File: config.mk
export PLATFORM = sky130hd
export DESIGN_NAME = mult_mac_pipe
export DESIGN_NICKNAME = d
export VERILOG_FILES = /design/src/rtl/mult_mac_pipe.sv
export SDC_FILE = /design/constraint.sdc
export NUM_CORES = 1
export LEC_CHECK = 0
export CORE_ASPECT_RATIO = 1.25
export CORE_MARGIN = 5
export CORE_UTILIZATION = 60
export CTS_BUF_LIST = sky130_fd_sc_hd__clkbuf_4
export DETAILED_ROUTE_END_ITERATION = 16
export PLACE_DENSITY_LB_ADDON = 0.2
export SYNTH_ARGS = -nofsm -noshare
export SYNTH_HDL_FRONTEND = slang
export SYNTH_SLANG_ARGS = --single-unit
File: constraint.sdc
create_clock -name clk -period 4.1 [get_ports clk]
set_input_delay 0.615 -clock clk [delete_from_list [all_inputs] [get_ports clk]]
set_output_delay 0.615 -clock clk [all_outputs]
set_load 0.01 [all_outputs]
File: src/rtl/mult_mac_pipe.sv
// Pipelined multiply-accumulate with per-beat signedness, configurable depth,
// a running accumulator with overflow flag, and valid/ready flow control.
module mult_mac_pipe #(
  parameter int WIDTH_A = 18,
  parameter int WIDTH_B = 18,
  parameter int STAGES  = 3,
  parameter int ACC_W   = 48
) (
  input  logic               clk,
  input  logic               rst_n,
  input  logic               in_valid,
  output logic               in_ready,
  input  logic [WIDTH_A-1:0] a,
  input  logic [WIDTH_B-1:0] b,
  input  logic               a_signed,
  input  logic               b_signed,
  input  logic               acc_en,
  output logic               out_valid,
  input  logic               out_ready,
  output logic [ACC_W-1:0]   out_p,
  output logic               out_ovf
);

  localparam int PW = WIDTH_A + WIDTH_B;

  // Handshake: a beat moves on a clock edge where valid && ready are both high.
  // The whole pipe shifts as one unit whenever the output register is empty or
  // being drained, so in_ready is simply that shift condition.
  logic advance;
  assign advance  = !out_valid || out_ready;
  assign in_ready = advance;

  logic signed [WIDTH_A:0] a_x;
  logic signed [WIDTH_B:0] b_x;
  logic signed [PW-1:0]    prod;
  logic                    rs_in;
  logic                    v_in;

  assign a_x   = {a_signed & a[WIDTH_A-1], a};
  assign b_x   = {b_signed & b[WIDTH_B-1], b};
  assign prod  = a_x * b_x;
  assign rs_in = a_signed | b_signed;
  assign v_in  = in_valid && in_ready;

  logic [PW-1:0] p_t;
  logic          rs_t;
  logic          en_t;
  logic          v_t;

  generate
    if (STAGES > 1) begin : g_pipe
      logic [PW-1:0] p_q  [STAGES-1];
      logic          rs_q [STAGES-1];
      logic          en_q [STAGES-1];
      logic          v_q  [STAGES-1];

      // Product and its side-band travel together; retiming spreads the multiply.
      always_ff @(posedge clk or negedge rst_n) begin
        if (!rst_n) begin
          for (int i = 0; i < STAGES-1; i++) begin
            p_q[i]  <= '0;
            rs_q[i] <= 1'b0;
            en_q[i] <= 1'b0;
            v_q[i]  <= 1'b0;
          end
        end else if (advance) begin
          p_q[0]  <= prod;
          rs_q[0] <= rs_in;
          en_q[0] <= acc_en;
          v_q[0]  <= v_in;
          for (int i = 1; i < STAGES-1; i++) begin
            p_q[i]  <= p_q[i-1];
            rs_q[i] <= rs_q[i-1];
            en_q[i] <= en_q[i-1];
            v_q[i]  <= v_q[i-1];
          end
        end
      end

      assign p_t  = p_q[STAGES-2];
      assign rs_t = rs_q[STAGES-2];
      assign en_t = en_q[STAGES-2];
      assign v_t  = v_q[STAGES-2];
    end else begin : g_comb
      assign p_t  = prod;
      assign rs_t = rs_in;
      assign en_t = acc_en;
      assign v_t  = v_in;
    end
  endgenerate

  logic [ACC_W-1:0] acc;
  logic [ACC_W-1:0] p_ext;
  logic [ACC_W:0]   sum;
  logic             ovf_s;
  logic             ovf_u;

  assign p_ext = rs_t ? ACC_W'($signed(p_t)) : ACC_W'(p_t);
  assign sum   = {1'b0, acc} + {1'b0, p_ext};
  assign ovf_s = (acc[ACC_W-1] == p_ext[ACC_W-1]) && (sum[ACC_W-1] != acc[ACC_W-1]);
  assign ovf_u = sum[ACC_W];

  // The accumulator is the output register; bubbles leave it untouched.
  always_ff @(posedge clk or negedge rst_n) begin
    if (!rst_n) begin
      out_valid <= 1'b0;
      acc       <= '0;
      out_ovf   <= 1'b0;
    end else if (advance) begin
      out_valid <= v_t;
      if (v_t) begin
        if (en_t) begin
          acc     <= sum[ACC_W-1:0];
          out_ovf <= rs_t ? ovf_s : ovf_u;
        end else begin
          acc     <= p_ext;
          out_ovf <= 1'b0;
        end
      end
    end
  end

  assign out_p = acc;

endmodule

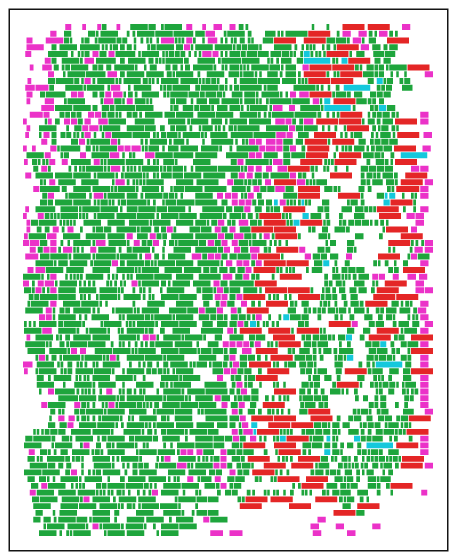
Run 1: cells coloured by class
- red: sequential cells (cells 128; share of their area 13%)
- magenta: remaining buffers and delay cells (cells 334; share of their area 12%)
- green: remaining logic cells (cells 2101; share of their area 74%)
- cyan: clock drivers and dummy loads (cells 30; share of their area 1.4%)

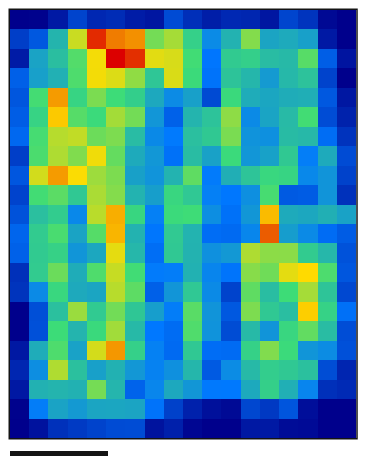
Run 1: wiring heat map
Bar = 50 um. The die is cut into 18 by 22 equal tiles; dark blue is low, red is high, scaled to the fullest tile. Values are wire area over tile area, all layers added.
- mean over tiles: 0.21
- fullest tile: 0.59
- nearly empty tiles: 4.3%

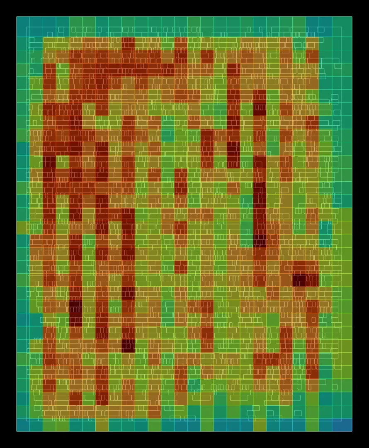
Run 1: congestion heat map
GRT busiest layer: met2
GR Util All Layers: 26.91%
met1 Usage GRT: 32.61%
post-DR wirelength/cell: 16.97 um
global-route met2 utilization: 49.44%

==> Slide: Implementation Results, run 1 <==
Physical Implementation Snapshot

Timing
  – # setup viols final: 30
  – Final min period: 6.346 ns
  – Worst hold slack: 0.07012 ns
  – Post-route worst setup slack: -2.246 ns

Final layout
  – Non-CTS buffers: 334
  – Seq area share: 12.83%

Run status
  – Status: finished, violations left
  – Failing checks: negative setup slack

Logic synthesis
  – Post-synth EDFFs: 0
  – Synth top area cells: fa_1 (34%), dfrtp_1 (15%), ha_1 (9.4%), nand2_1 (7.9%), inv_1 (7.2%)
  – Yosys stat chip area: 20690 um^2
  – Synth cell count leaders: nand2_1 (433), inv_1 (399), fa_1 (356), and2_1 (159), ha_1 (156)
  – Synth unique cells: 69
  – Sequential area share after synthesis: 15.48%
  – Syn_nets: 2887

CTS
  – H-tree depth: 4
  – Hold buffers post-CTS: 0

Detailed routing
  – Drt via density: 5.530

Setup path
  – Worst R2R End: out_p[46]$_DFFE_PN0P_
  – CP top delay family: adder cells
  – Critical-path top delay cell: fa_1
  – Critical-path cell list: clkbuf_4 -> nand2_1 -> fa_1 -> inv_2 -> fa_1 -> fa_1 -> fa_1 -> fa_1 -> fa_1 -> inv_2 -> fa_1 -> inv_2 -> ha_4 -> nand4_1 -> or4b_1 -> o211ai_1 -> o22ai_2 -> o21ai_2 -> o41a_1 -> buf_6 -> mux2i_1 -> o31ai_1

Place
  – # port buffers: 93
  – Place WS: -3.383 ns
## run 1: placed cells by master (no fill, tap or decap), types with 12 or more instances in the layout
cell type	count
nand2_1	417
inv_1	382
fa_1	325
buf_4	202
and2_1	139
dfrtp_1	127
ha_1	122
a21oi_1	81
o21ai_0	61
nor2_1	59
clkdlybuf4s50_1	55
xnor2_1	48
buf_6	45
a21o_1	36
mux2i_1	34
ha_4	34
fa_2	31
xor2_1	28
o21ai_1	26
and2_4	20
clkbuf_4	19
inv_2	18
nand3_1	16
o21a_1	14
nor3_1	12
buf_2	12
## run 1: cells by family after synthesis
group / Yosys count / share of synthesized area [%]
simple gates: 748 / 16.55
fa+ha+maj: 512 / 43.87
buf+inv: 503 / 9.129
compound gates: 324 / 9.770
flops: 128 / 15.48
xor+xnor: 81 / 3.428
mux: 36 / 1.771
Run 1, signal wires by layer:
Bar = 50 um.
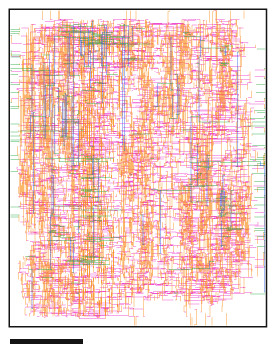

--- run 2 (diff from run 1) ---
Settings changed: CORE_UTILIZATION 60 to 52.
Clock period 4.1 ns to 6.99 ns, I/O delays scaled along.
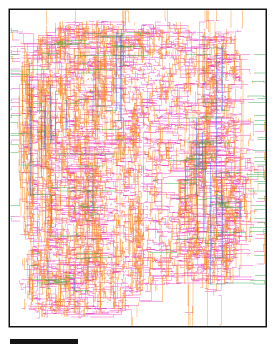
Run 2: signal wires by layer
Bar = 50 um.
- blue: M4 (wire length 1500 um)
- orange: M2 (wire length 24.4 mm)
- magenta: M1 (wire length 20.4 mm)
- green: M3 (wire length 1810 um)

==> run 2 against run 1 <==
Net effect:
- the run now ends clean
- wire length shrank 6.3%
- non-clock buffer count fell by 43
- setup slack gained 2.4 ns
- synthesized area unchanged
- count of clock-buffer cells in the layout stayed put
- final cell count increased by 0.86%
- worst hold slack gained 0.39 ns
- critical path depth increased by 1
- sequential cell count did not move
- largest cell class unchanged
- highest routed layer unchanged
==> Slide: Implementation Results, run 2 <==
Physical Implementation Snapshot

Run status
  – Status: complete, no violations (was finished, violations left)

Logic synthesis
  – Yosys xor share: 3.428% (unchanged)
  – Sequential area share after synthesis: 15.48% (unchanged)
  – Area fraction in mux cells: 1.771% (unchanged)
  – Synth top area cells: fa_1 (34%), dfrtp_1 (15%), ha_1 (9.4%), nand2_1 (7.9%), inv_1 (7.2%) (unchanged)
  – Synth cell count leaders: nand2_1 (433), inv_1 (399), fa_1 (356), and2_1 (159), ha_1 (156) (unchanged)
  – Dominant kind of combinational cell: adder cells (unchanged)
  – Post-synth EDFFs: 0 (unchanged)
  – Synth unique cells: 69 (unchanged)
  – Adders+Majority by Area: 43.87% (unchanged)

Final layout
  – Most common logic cells in the final layout: nand2_1 (427), inv_1 (396), fa_1 (343) (was nand2_1 (417), inv_1 (382), fa_1 (325))
  – Non-CTS buffers: 291 (was 334)
  – Most numerous logic cell after layout: nand2_1 (unchanged)

Global route
  – GRT busiest layer: met2 (unchanged)
  – Global-route met2 utilization: 40.45% (was 49.44%)
  – GR Util All Layers: 22.43% (was 26.91%)
  – Met1 Usage GRT: 28.09% (was 32.61%)

Detailed routing
  – Drt via density: 5.278 (was 5.530)
  – Post-DR wirelength/cell: 15.76 um (was 16.97 um)

Timing
  – Worst hold slack: 0.4558 ns (was 0.07012 ns)
  – Post-route worst setup slack: 0.1558 ns (was -2.246 ns)
  – # setup viols final: 0 (was 30)
  – Final min period: 6.834 ns

Setup path
  – Worst R2R End: out_p[27]$_DFFE_PN0P_ (was out_p[46]$_DFFE_PN0P_)
  – Critical-path cell list: clkdlybuf4s50_1 -> and2_4 -> nand2_2 -> fa_2 -> fa_1 -> inv_1 -> fa_2 -> inv_2 -> fa_1 -> inv_1 -> fa_1 -> fa_1 -> ha_1 -> ha_4 -> and3_4 -> and2_1 -> nor3_2 -> o22ai_1 -> a211o_1 -> nor3_2 -> o21bai_4 -> xor2_1 -> o21ai_1 (was clkbuf_4 -> nand2_1 -> fa_1 -> inv_2 -> fa_1 -> fa_1 -> fa_1 -> fa_1 -> fa_1 -> inv_2 -> fa_1 -> inv_2 -> ha_4 -> nand4_1 -> or4b_1 -> o211ai_1 -> o22ai_2 -> o21ai_2 -> o41a_1 -> buf_6 -> mux2i_1 -> o31ai_1)
  – CP top delay family: adder cells (unchanged)
  – Critical-path top delay cell: fa_2 (was fa_1)

Place
  – # port buffers: 93 (unchanged)
  – Place WS: -0.9046 ns (was -3.383 ns)

CTS
  – Hold buffers post-CTS: 0 (unchanged)
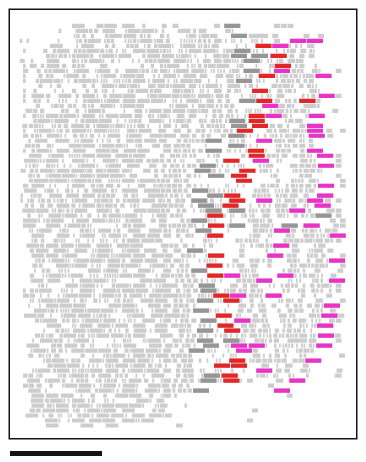
Run 2: sequential cells coloured by netlist name
Bar = 50 um. Other sequential cells in the stronger grey, the rest of the logic in the fainter grey.
- red: `p_t` (placed flops 36)
- magenta: `out_p` (placed flops 48; where a column on the right)

## run 2: cell counts after synthesis
No cell type changed its count.
## run 2: worst max path at each step
stage,startpoint,endpoint
final,a_signed,g_pipe.p_q[69]$_DFFE_PN0N_
after global routing,a_signed,g_pipe.p_q[69]$_DFFE_PN0N_
after CTS,a[3],g_pipe.p_q[68]$_DFFE_PN0N_
after detailed placement,a[17],g_pipe.p_q[71]$_DFFE_PN0N_
after global placement,a[10],g_pipe.p_q[71]$_DFFE_PN0N_
after floorplan,b[17],g_pipe.p_q[68]$_DFFE_PN0N_
## run 2: what timing repair did
action                                  CTS  global route
buffers inserted                          5            15
pin swaps                                24            31
endpoints found under the setup margin   10             9
resized                                  74            66
